[src/rtl/alu_arbiter_2req.sv]
// alu_arbiter_2req: round-robin sharing of one registered ALU between two valid/ready requesters.
// Optional grant statistics are enabled by defining ALU_ARB_STATS_EN.
`default_nettype none

module alu_arbiter_2req #(
    parameter int WIDTH   = 32,
    parameter int ALU_LAT = 1
) (
    input  logic             clk,
    input  logic             rst_n,
    input  logic             req0_valid,
    output logic             req0_ready,
    input  logic [WIDTH-1:0] req0_a,
    input  logic [WIDTH-1:0] req0_b,
    input  logic [1:0]       req0_sel,
    output logic             rsp0_valid,
    input  logic             rsp0_ready,
    output logic [WIDTH-1:0] rsp0_data,
    input  logic             req1_valid,
    output logic             req1_ready,
    input  logic [WIDTH-1:0] req1_a,
    input  logic [WIDTH-1:0] req1_b,
    input  logic [1:0]       req1_sel,
    output logic             rsp1_valid,
    input  logic             rsp1_ready,
    output logic [WIDTH-1:0] rsp1_data,
    output logic [WIDTH-1:0] alu_a,
    output logic [WIDTH-1:0] alu_b,
    output logic [1:0]       alu_sel,
    input  logic [WIDTH-1:0] alu_out,
    output logic             busy,
    output logic [15:0]      grant_cnt0,
    output logic [15:0]      grant_cnt1
);

    typedef enum logic [1:0] {
        S_IDLE  = 2'd0,
        S_ISSUE = 2'd1,
        S_WAIT  = 2'd2,
        S_RESP  = 2'd3
    } state_t;

    localparam logic [3:0] c_wait_init = 4'(ALU_LAT - 1);

    state_t     r_state;
    logic       r_rr_ptr;
    logic       r_gnt;
    logic [3:0] r_wait;

    logic w_idle;
    logic w_pick1;
    logic w_accept;

    // Requester 1 wins when it is alone, or when both ask and it holds priority.
    assign w_idle     = (r_state == S_IDLE);
    assign w_pick1    = req1_valid & (~req0_valid | r_rr_ptr);
    assign w_accept   = w_idle & (req0_valid | req1_valid);
    assign req0_ready = w_idle & req0_valid & ~w_pick1;
    assign req1_ready = w_idle & w_pick1;
    assign busy       = ~w_idle;

    always_ff @(posedge clk or negedge rst_n) begin
        if (!rst_n) begin
            r_state    <= S_IDLE;
            r_rr_ptr   <= 1'b0;
            r_gnt      <= 1'b0;
            r_wait     <= 4'd0;
            alu_a      <= '0;
            alu_b      <= '0;
            alu_sel    <= 2'b00;
            rsp0_valid <= 1'b0;
            rsp1_valid <= 1'b0;
            rsp0_data  <= '0;
            rsp1_data  <= '0;
        end else begin
            case (r_state)
                S_IDLE: begin
                    if (w_accept) begin
                        alu_a    <= w_pick1 ? req1_a   : req0_a;
                        alu_b    <= w_pick1 ? req1_b   : req0_b;
                        alu_sel  <= w_pick1 ? req1_sel : req0_sel;
                        r_gnt    <= w_pick1;
                        r_rr_ptr <= ~w_pick1;
                        r_state  <= S_ISSUE;
                    end
                end
                S_ISSUE: begin
                    r_wait  <= c_wait_init;
                    r_state <= S_WAIT;
                end
                S_WAIT: begin
                    if (r_wait == 4'd0) begin
                        if (r_gnt) begin
                            rsp1_data  <= alu_out;
                            rsp1_valid <= 1'b1;
                        end else begin
                            rsp0_data  <= alu_out;
                            rsp0_valid <= 1'b1;
                        end
                        r_state <= S_RESP;
                    end else begin
                        r_wait <= r_wait - 4'd1;
                    end
                end
                S_RESP: begin
                    if (r_gnt ? rsp1_ready : rsp0_ready) begin
                        rsp0_valid <= 1'b0;
                        rsp1_valid <= 1'b0;
                        r_state    <= S_IDLE;
                    end
                end
                default: r_state <= S_IDLE;
            endcase
        end
    end

`ifdef ALU_ARB_STATS_EN
    always_ff @(posedge clk or negedge rst_n) begin
        if (!rst_n) begin
            grant_cnt0 <= 16'd0;
            grant_cnt1 <= 16'd0;
        end else if (w_accept) begin
            if (!w_pick1 && grant_cnt0 != 16'hFFFF) grant_cnt0 <= grant_cnt0 + 16'd1;
            if (w_pick1 && grant_cnt1 != 16'hFFFF)  grant_cnt1 <= grant_cnt1 + 16'd1;
        end
    end
`else
    assign grant_cnt0 = 16'd0;
    assign grant_cnt1 = 16'd0;
`endif

endmodule

`default_nettype wire

[config.mk]
export PLATFORM = sky130hd
export DESIGN_NAME = alu_arbiter_2req
export DESIGN_NICKNAME = d
export VERILOG_FILES = /design/src/rtl/alu_arbiter_2req.sv
export SDC_FILE = /design/constraint.sdc
export NUM_CORES = 1
export LEC_CHECK = 0
export ABC_AREA = 1
export CAP_MARGIN = 20
export CORE_AREA = 2 2 131 133
export CTS_BUF_LIST = sky130_fd_sc_hd__clkbuf_4
export DETAILED_ROUTE_END_ITERATION = 10
export DIE_AREA = 0 0 133 135
export PLACE_DENSITY = 0.77
export SYNTH_ARGS = -nofsm -noshare
export SYNTH_HDL_FRONTEND = slang
export SYNTH_SLANG_ARGS = --single-unit
[constraint.sdc]
create_clock -name clk -period 3.5 [get_ports clk]
set_input_delay 0.35 -clock clk [delete_from_list [all_inputs] [get_ports clk]]
set_output_delay 0.35 -clock clk [all_outputs]
set_load 0.01 [all_outputs]
Figure 1. Metal 2 (run 1).
(3 px per um) Cells faint in the background.
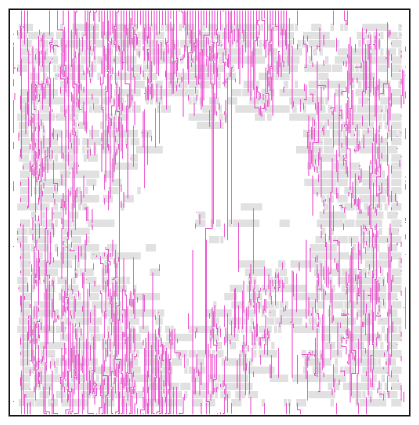
wire length on this layer: 9120 um
main direction: vertical
longest straight run: 64.8 um
vias: 5598
met2 GRT Util: 34.8%
Detailed Route WL: 18700 um

Figure 2. Wires at chosen ports, followed through buffers (run 1).
(3 px per um)
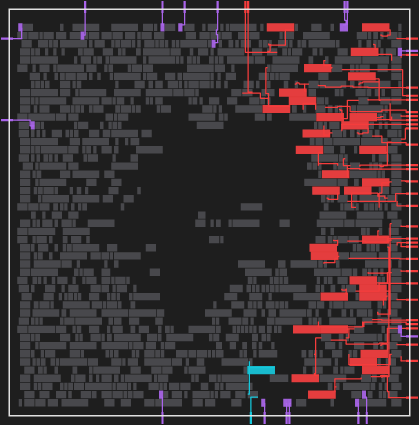
[purple] `grant_cnt0` | bits: 16 | direction: output | edge: 6 north, 6 south, 2 east, 2 west | end cells: 16 | buffers: 0 | wire: 92.1 um
[red] `rsp1_data` | bits: 32 | direction: output | edge: 30 east, 2 north | end cells: 32 | buffers: 32 | wire: 879 um
[cyan] `rsp0_valid` | bits: 1 | direction: output | edge: south | end cells: 1 | buffers: 1 | wire: 27.5 um
io pins: 337
IO Port Bufs: 304

Figure 3. Layout detail (run 1).
Region (90, 91) to (110, 111) um. Cells in grey, sequential cells in the stronger grey; small squares are vias.
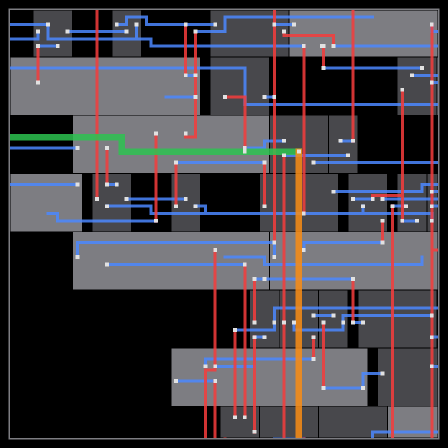
[orange] metal 4
[green] metal 3
[blue] metal 1
[red] metal 2
sequential cells in the window: 6
cells with their middle in the window: 26
most frequent: dfrtp_1 (6)
netlist names of flops here include: `rsp1_data` (4), `rsp0_data` (2)

==> flow_summary_export.csv, run 1 <==
group,metric,value,unit
clock_network,post-cts-setup-buffers,0,
critical_path,r2r_slack,1.39,ns
logic_synthesis,avgSynthCellArea,8.62,sq um
logic_synthesis,netlist_area,0.00609,sq mm
timing,maxSlewHeadroom,50.8,%
global_routing,grt_pass1_wl,28800,um
placement,dpl_worst_slack,1.28,ns
pwr,power_leader,"combinational logic",
timing,worst_slew_pin_slew,0.737,ns
timing,fmax,385,MHz
global_routing,grt_usage,20.7,%
pwr,power_density,824,mW/mm^2
clock_network,h-tree-depth,4,
critical_path,crit_path_start,"r_state[0]",
critical_path,cpPeakStageDelay,0.65,ns
timing,drv_slew,0,
die,core_area,0.0164,sq mm
pwr,p_sw_share,38.2,%
cells_and_area,clockBufferCount,17,
timing,rsz0062_at_grt,"false",
drt,via_per_inst,4.54,
logic_synthesis,xor_area_share,0.144,%
drt,wl_met1,7370,um
global_routing,grt_pass1_vias,5448,
cells_and_area,inv_count,44,
cells_and_area,buffers_excl_clock,309,
outcome,status,"complete, no violations",
clock_network,cts_buffer_depth,2,
placement,dp_cells,1200,
logic_synthesis,edf_count,0,
cells_and_area,nNetsFinal,1177,
critical_path,cp-start-kind,"register",
pwr,p_clk_share,12.3,%
cells_and_area,fin_util,57.6,%
global_routing,grt_busiest_layer,"met2",
logic_synthesis,synthCells,707,
pwr,sequentialPowerShare,37.0,%
critical_path,endpoint_kind,"output pin",
min_path,worstHoldStart,"req0_b[12]",
pwr,powerClk,960,uW
cells_and_area,largest_class,"registers",
clock_network,postCtsResizedCells,0,
drt,drc,0,
clock_network,clock-root-buffer,"clkbuf_4",
logic_synthesis,logic_family,"simple AND/OR/NAND/NOR gates",
clock_network,clk_latency,0.54,ns
pwr,switching_power,2.97,mW
die,rows,47,
min_path,holdPathEnd,"alu_b[12]",
logic_synthesis,compound_area_share,6.20,%
clock_network,hold_buffers,1,
drt,ant_nets,0,
pwr,comb_cell_power,3.95,mW
pwr,p_comb_share,50.7,%
cells_and_area,drive_gt1_share,4.15,%
timing,hold_viol,0,
critical_path,rr_endpoint,"rsp0_data[23]",
global_routing,antenna_found_initial,2,
drt,first_pass_iters,6,
cells_and_area,fillers,1449,
die,chipWidth,133,um
run,drv_cap,0,
logic_synthesis,synth-main-ff-cell,"dfrtp_1",
critical_path,path_class,"register to output pin",
pwr,vdd_drop_max,410,uV
logic_synthesis,async_flop_share,100,%
clock_network,cts_made_buffers,17,
run,warnings,31,
critical_path,r2r_cells,4,
logic_synthesis,yosys_area,0.00609,sq mm
timing,finalSetupTns,0,ns
critical_path,crit_path_end,"req1_ready",
pwr,seq-power,2.89,mW
global_routing,grt_use_met1,24.4,%
cells_and_area,final_area,0.00945,sq mm
==> run 2, diff against run 1 <==
==> constraint.sdc (replaced) <==
create_clock -name clk -period 2.64 [get_ports clk]
set_input_delay 0.264 -clock clk [delete_from_list [all_inputs] [get_ports clk]]
set_output_delay 0.264 -clock clk [all_outputs]
set_load 0.01 [all_outputs]
==> run 2 against run 1 <==
Area after synthesis is the same. Hold slack lost 0.077 ns. Via count grew 0.32%. Combinational power grew 33%. Non-clock buffer count grew 5. Setup slack lost 0.57 ns. Synthesized cell count is the same. Cell count grew 0.41%. Critical path depth shrank 1. Critical path type unchanged. Largest cell class unchanged.
==> flow_summary_export.csv, run 2 <==
group,metric,value,unit
outcome,status,"complete, no violations",
logic_synthesis,avgSynthCellArea,8.62,sq um
cells_and_area,buffers_excl_clock,314,
global_routing,grt_busiest_layer,"met2",
pwr,sequentialPowerShare,36.9,%
cells_and_area,final_area,0.00950,sq mm
clock_network,post-cts-setup-buffers,0,
clock_network,hold_buffers,1,
placement,dp_cells,1205,
drt,via_per_inst,4.53,
placement,dpl_worst_slack,0.528,ns
cells_and_area,fillers,1429,
pwr,switching_power,3.95,mW
critical_path,rr_endpoint,"alu_a[6]",
clock_network,h-tree-depth,4,
logic_synthesis,compound_area_share,6.20,%
global_routing,antenna_found_initial,2,
logic_synthesis,netlist_area,0.00609,sq mm
pwr,seq-power,3.82,mW
drt,drc,0,
drt,drt_iter0_drc,286,
global_routing,grt_pass1_vias,5450,
die,core_area,0.0164,sq mm
placement,numPortBuffers,304,
logic_synthesis,xor_area_share,0.144,%
timing,fmax,433,MHz
timing,hold_viol,0,
pwr,vdd_drop_max,538,uV
logic_synthesis,edf_count,0,
min_path,worstHoldStart,"req0_a[26]",
pwr,p_sw_share,38.2,%
logic_synthesis,logic_family,"simple AND/OR/NAND/NOR gates",
timing,maxSlewHeadroom,49.8,%
drt,wl_met1,7330,um
cells_and_area,nNetsFinal,1182,
die,rows,47,
timing,setup_ws,0.333,ns
min_path,holdPathEnd,"alu_a[26]",
logic_synthesis,ys.warnings.count,0,
run,drv_cap,0,
timing,finalSetupTns,0,ns
pwr,powerClk,1.27,mW
pwr,leakagePower,4.44,nW
pwr,p_clk_share,12.2,%
cells_and_area,comb_area,0.00216,sq mm
pwr,p_comb_share,50.8,%
clock_network,postCtsResizedCells,0,
logic_synthesis,synthCells,707,
global_routing,grt_use_met1,24.9,%
clock_network,cts_buffer_depth,2,
die,chipWidth,133,um
critical_path,crit_path_end,"busy",
pwr,power_density,1090,mW/mm^2
drt,ant_nets,0,
run,warnings,31,
critical_path,cp-start-kind,"register",
pwr,comb_cell_power,5.26,mW
critical_path,crit_path_start,"r_state[0]",
pwr,power.internal,6.40,mW
critical_path,r2r_cells,7,
timing,whs,0.269,ns
die,ios,337,
global_routing,grt.met3_usage,7.32,%
global_routing,grt_pass1_wl,29000,um
cells_and_area,fin_util,57.9,%
critical_path,r2r_slack,0.61,ns
critical_path,endpoint_kind,"output pin",
logic_synthesis,top_cell,"nand2_1",
timing,rsz0062_at_grt,"false",
global_routing,grt_usage,20.9,%
logic_synthesis,ys_cells,707,
drt,first_pass_iters,4,
cells_and_area,largest_class,"registers",
critical_path,cpPeakStageDelay,0.56,ns
timing,worst_slew_pin_slew,0.753,ns
cells_and_area,inv_count,44,
logic_synthesis,async_flop_share,100,%
Figure 4. Wires at chosen ports, followed through buffers (run 2).
(3 px per um)
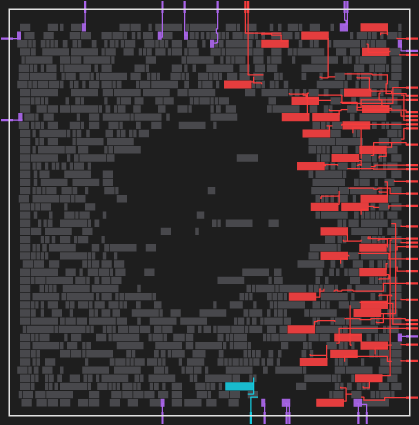
[red] `rsp1_data` | bits: 32 | direction: output | edge: 30 east, 2 north | end cells: 32 | buffers: 32 | wire: 862 um
[purple] `grant_cnt0` | bits: 16 | direction: output | edge: 6 north, 6 south, 2 east, 2 west | end cells: 16 | buffers: 0 | wire: 85.1 um
[cyan] `rsp0_valid` | bits: 1 | direction: output | edge: south | end cells: 1 | buffers: 1 | wire: 15.7 um

Figure 5. Clock nets (run 2).
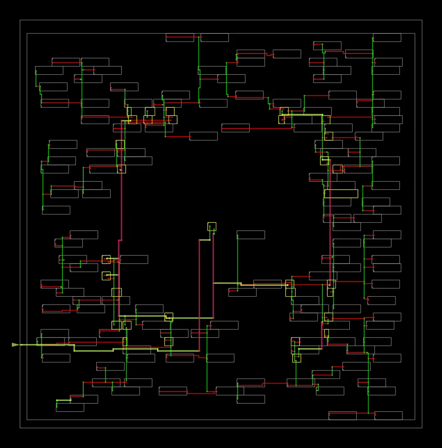
num sequential: 140
Late-Pin Clk Latency: 0.53 ns
CTS Sinks: 140
Layout clock buffers: 17
clock buffer count from CTS: 17

Figure 6. Metal 2 (run 2).
(3 px per um) Cells faint in the background.
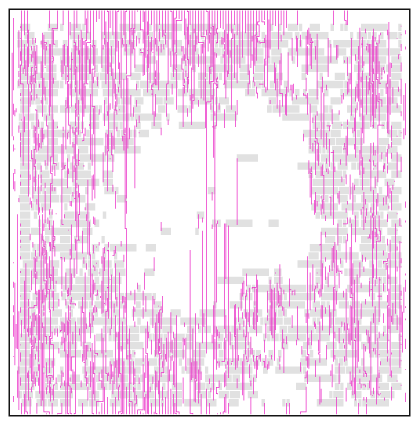
wire length on this layer: 9290 um
longest straight run: 83.8 um
Detailed Route WL: 18700 um
met2 GRT Util: 35.0%
vias: 5616

Power is estimated from default activity; no workload was simulated.
